==> config.mk <==
export PLATFORM = sky130hd
export DESIGN_NAME = keypad_scanner
export DESIGN_NICKNAME = d
export VERILOG_FILES = /design/src/rtl/keypad_scanner.sv
export SDC_FILE = /design/constraint.sdc
export NUM_CORES = 1
export LEC_CHECK = 0
export CELL_PAD_IN_SITES_DETAIL_PLACEMENT = 0
export CELL_PAD_IN_SITES_GLOBAL_PLACEMENT = 2
export CORE_MARGIN = 4
export CORE_UTILIZATION = 33
export DETAILED_ROUTE_END_ITERATION = 10
export GPL_ROUTABILITY_DRIVEN = 0
export PLACE_DENSITY = 0.88
export SYNTH_ARGS = -nofsm -noshare
export SYNTH_HDL_FRONTEND = slang
export SYNTH_SLANG_ARGS = --single-unit
==> constraint.sdc <==
create_clock -name clk -period 2.9 [get_ports clk]
set_input_delay 0.725 -clock clk [delete_from_list [all_inputs] [get_ports clk]]
set_output_delay 0.725 -clock clk [all_outputs]
set_load 0.03 [all_outputs]
Fig. 1: run 1, ports around the boundary
Pins as bars across the die edge, other pins in gray.
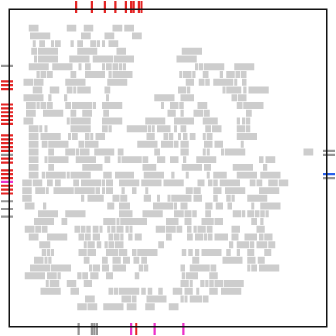
[`key_code`] magenta | pins: 4 | direction: output | edge: 3 bottom, 1 left
[`entry_data`] red | pins: 32 | direction: output | edge: 22 left, 9 top, 1 bottom
[`entry_done`] blue | pins: 1 | direction: output | edge: right
Die X: 111 um
chip height: 111 um

Fig. 2: run 1, sequential cells colored by netlist name
Other sequential cells in the stronger gray, the rest of the logic in the fainter gray.
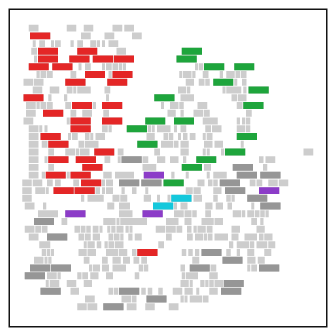
[`rows_s`] purple | flops: 4
[`key_row`] cyan | flops: 2
[`tick_cnt`] green | flops: 17
[`entry_data`] red | flops: 32
sequential power: 0.00112 W
Seq/total area: 36.8%
flip-flop and latch area: 1600 um^2

Fig. 3: run 1, clock routing
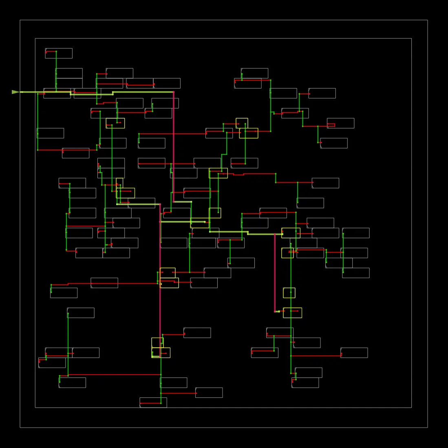
clkbuf count: 9
Worst-Skew Late Latency: 360 ps
Num CTS Buffers: 9
flip-flops: 80
Layout Skew: 15.8 ps

==> flow_metrics.env <==
# source this file to load flow results
export IMPL_status="finished clean"
export IMPL_path_buffers=1
export IMPL_overflow=0
export IMPL_yosys_area_share_simple_pct=25.0
export IMPL_rsz0062_at_grt="no"
export IMPL_dpl_cell_count=570
export IMPL_wl_per_cell_um=14.4
export IMPL_busiest_layer="met2"
export IMPL_period_used_pct=90.4
export IMPL_final_util_pct=42.1
export IMPL_finalHoldViolCount=0
export IMPL_wl_met2_um=3590
export IMPL_drive_gt1_share_pct=8.00
export IMPL_netlist_instances=398
export IMPL_end_kind="flop"
export IMPL_edf_count=0
export IMPL_critical_path_depth=9
export IMPL_rrSetupSlack_ps=280
export IMPL_tightestPinTransition_ps=856
export IMPL_synthTopLogicFamily="simple AND/OR/NAND/NOR gates"
export IMPL_slowest_delay_ps=500
export IMPL_layout_nets=458
export IMPL_flop_cell="dfxtp_1"
export IMPL_grt_use_total_pct=13.8
export IMPL_whs_ps=411
export IMPL_ys_sh_mux_pct=1.43
export IMPL_final_antenna_net_count=0
export IMPL_cts_setup_buffers=0
export IMPL_firstDrtPassIters=4
export IMPL_clkPwrFrac_pct=39.5
export IMPL_cts_tree="done"
export IMPL_layout_cells_most_common="dfxtp_1"
export IMPL_crit_slowest_cell="dfxtp_1"
export IMPL_numPortBuffers=48
export IMPL_synth_nets=411
export IMPL_ys_ff=80
export IMPL_root_buffer="clkbuf_8"
export IMPL_tns_ps=0
export IMPL_total_power_w=0.00197
export IMPL_yosysWarnings=0
export IMPL_yosys_area_um2=3510
export IMPL_crit_required_ps=3190
export IMPL_htree_levels=3
export IMPL_synth_seq_share_pct=45.7
export IMPL_async_flop_share_pct=0
export IMPL_grt_max_degree=48
export IMPL_num_vias=3056
export IMPL_finalMaxSlewViolations=0
export IMPL_ys_cells=398
export IMPL_xor_share_pct=4.00
export IMPL_cpLargestDelayFamily="AND-OR/OR-AND gates"
export IMPL_met3_usage_pct=3.88
export IMPL_setup_ws_ps=277
export IMPL_cts_sinks=80
export IMPL_p_switching_w=0.000507
export IMPL_fin_cells=586
export IMPL_reg2reg_depth=9
export IMPL_power_leader="registers"
export IMPL_aoi_share_pct=18.1
export IMPL_holdPathStages=1
export IMPL_p_per_area_nw_per_um2=453
export IMPL_initCoreUtil_pct=34.0
export IMPL_viasPerCell=5.22
export IMPL_layout_top_cells="dfxtp_1, nand2_1, clkdlybuf4s50_1, nor2_1, o22ai_1"
export IMPL_crit_chain="xor2_1 -> nand2_1 -> ha_1 -> nor2_1 -> o21ai_0 -> a211oi_1 -> nor3b_4 -> buf_4 -> o22ai_1"
export IMPL_adder_share_pct=2.50
export IMPL_cts_buffer_depth=2
export IMPL_powerComb_w=0.0000742
export IMPL_finalInstanceArea_um2=4350
export IMPL_period_minus_slack_ps=2620
export IMPL_p_leak_nw=1.46
export IMPL_grt_pass1_wl_um=14200
export IMPL_final_setup_viol_count=0
export IMPL_hold_path_class="reg2reg"
export IMPL_routed_top_layer="met4"
export IMPL_relSlewSlack_pct=43.0
export IMPL_fp_row_count=37
export IMPL_drc=0
export IMPL_synth_cell_types=61
export IMPL_clk_pin_slew_ps=100
export IMPL_clk_power_w=0.000779
export IMPL_wl_met1_um=4210
export IMPL_routed_wl_um=8440
export IMPL_startpoint_type="flop"
export IMPL_p_seq_share_pct=56.7
export IMPL_p_int_w=0.00146
export IMPL_swShare_pct=25.7
export IMPL_path_max_fanout=30
export IMPL_syn_to_final_growth_pct=24.0
export IMPL_coreArea_um2=10300
export IMPL_insertedDiodeCount=0
export IMPL_critPathArrivalTime_ps=2910
export IMPL_dp_slack_ps=356
export IMPL_netlist_area_um2=3510
export IMPL_syn_avg_cell_area_um2=8.81
export IMPL_post_dp_hpwl_um=5810
export IMPL_wl_met3_um=454
export IMPL_antenna_found_initial=0
export IMPL_hold_buffers=0
export IMPL_dieArea_um2=12300
export IMPL_post_dp_cell_area_um2=4170
export IMPL_post_cts_resized=0
export IMPL_drt_initial_drc_count=105
export IMPL_p_comb_share_pct=3.8
export IMPL_warnings=29
export IMPL_maxCapViolations=0
export IMPL_grt_pass1_vias=2948
export IMPL_met1_usage_pct=19.2
export IMPL_fmax_mhz=381
export IMPL_path_class="reg2reg"
export IMPL_io_pins=49
export IMPL_largest_register_ffs=32
export IMPL_ir_worst_vdd_uv=223
export IMPL_grt_util_met2_pct=19.9
run 1: area by class of cell:
cell class | instances | area [um^2]
clock buffers | 9 | 124
clock inverters | 7 | 60.1
fillers | 1062 | 5970
inverters | 5 | 18.8
multi-input cells | 292 | 1810
flip-flops and latches | 80 | 1600
well taps | 136 | 170
repair buffers | 57 | 561
run 1: cells in the mapped netlist, types with 2 or more instances:
cell type | number | area [um^2]
dfxtp_1 | 80 | 1600
nand2_1 | 55 | 206
nor2_1 | 34 | 128
o22ai_1 | 28 | 175
a21oi_1 | 20 | 100
o21ai_0 | 15 | 75.1
nand3_1 | 13 | 65.1
clkbuf_1 | 12 | 45.0
nand2b_1 | 12 | 75.1
xor2_1 | 12 | 105
nand4_1 | 9 | 56.3
buf_2 | 8 | 40.0
ha_1 | 7 | 87.6
a211oi_1 | 5 | 37.5
mux2i_1 | 5 | 50.1
or3_1 | 5 | 31.3
and3_1 | 4 | 25.0
inv_1 | 4 | 15.0
nor3_1 | 4 | 20.0
xnor2_1 | 4 | 35.0
a21boi_0 | 3 | 22.5
nand3b_1 | 3 | 22.5
nor2b_1 | 3 | 18.8
nor3b_1 | 3 | 22.5
o31ai_1 | 3 | 22.5
a221oi_1 | 2 | 17.5
a311oi_1 | 2 | 17.5
a31oi_1 | 2 | 12.5
and2_1 | 2 | 12.5
and3b_1 | 2 | 17.5
and4_1 | 2 | 17.5
and4b_1 | 2 | 20.0
nor4b_2 | 2 | 30.0
nor4bb_1 | 2 | 20.0
o32ai_1 | 2 | 17.5
or2_2 | 2 | 12.5
run 1: worst reg2reg max path: cells and delay by family, from the launching register on:
kind / cells / cell delay (ps)
adders and majority gates: 1 / 330
DFF: 1 / 500
buffers and inverters: 1 / 260
and+or+nand+nor: 3 / 350
AOI/OAI and AO/OA: 3 / 800
xor gates and xnor gates: 1 / 310
Power and IR drop assume default switching activity.
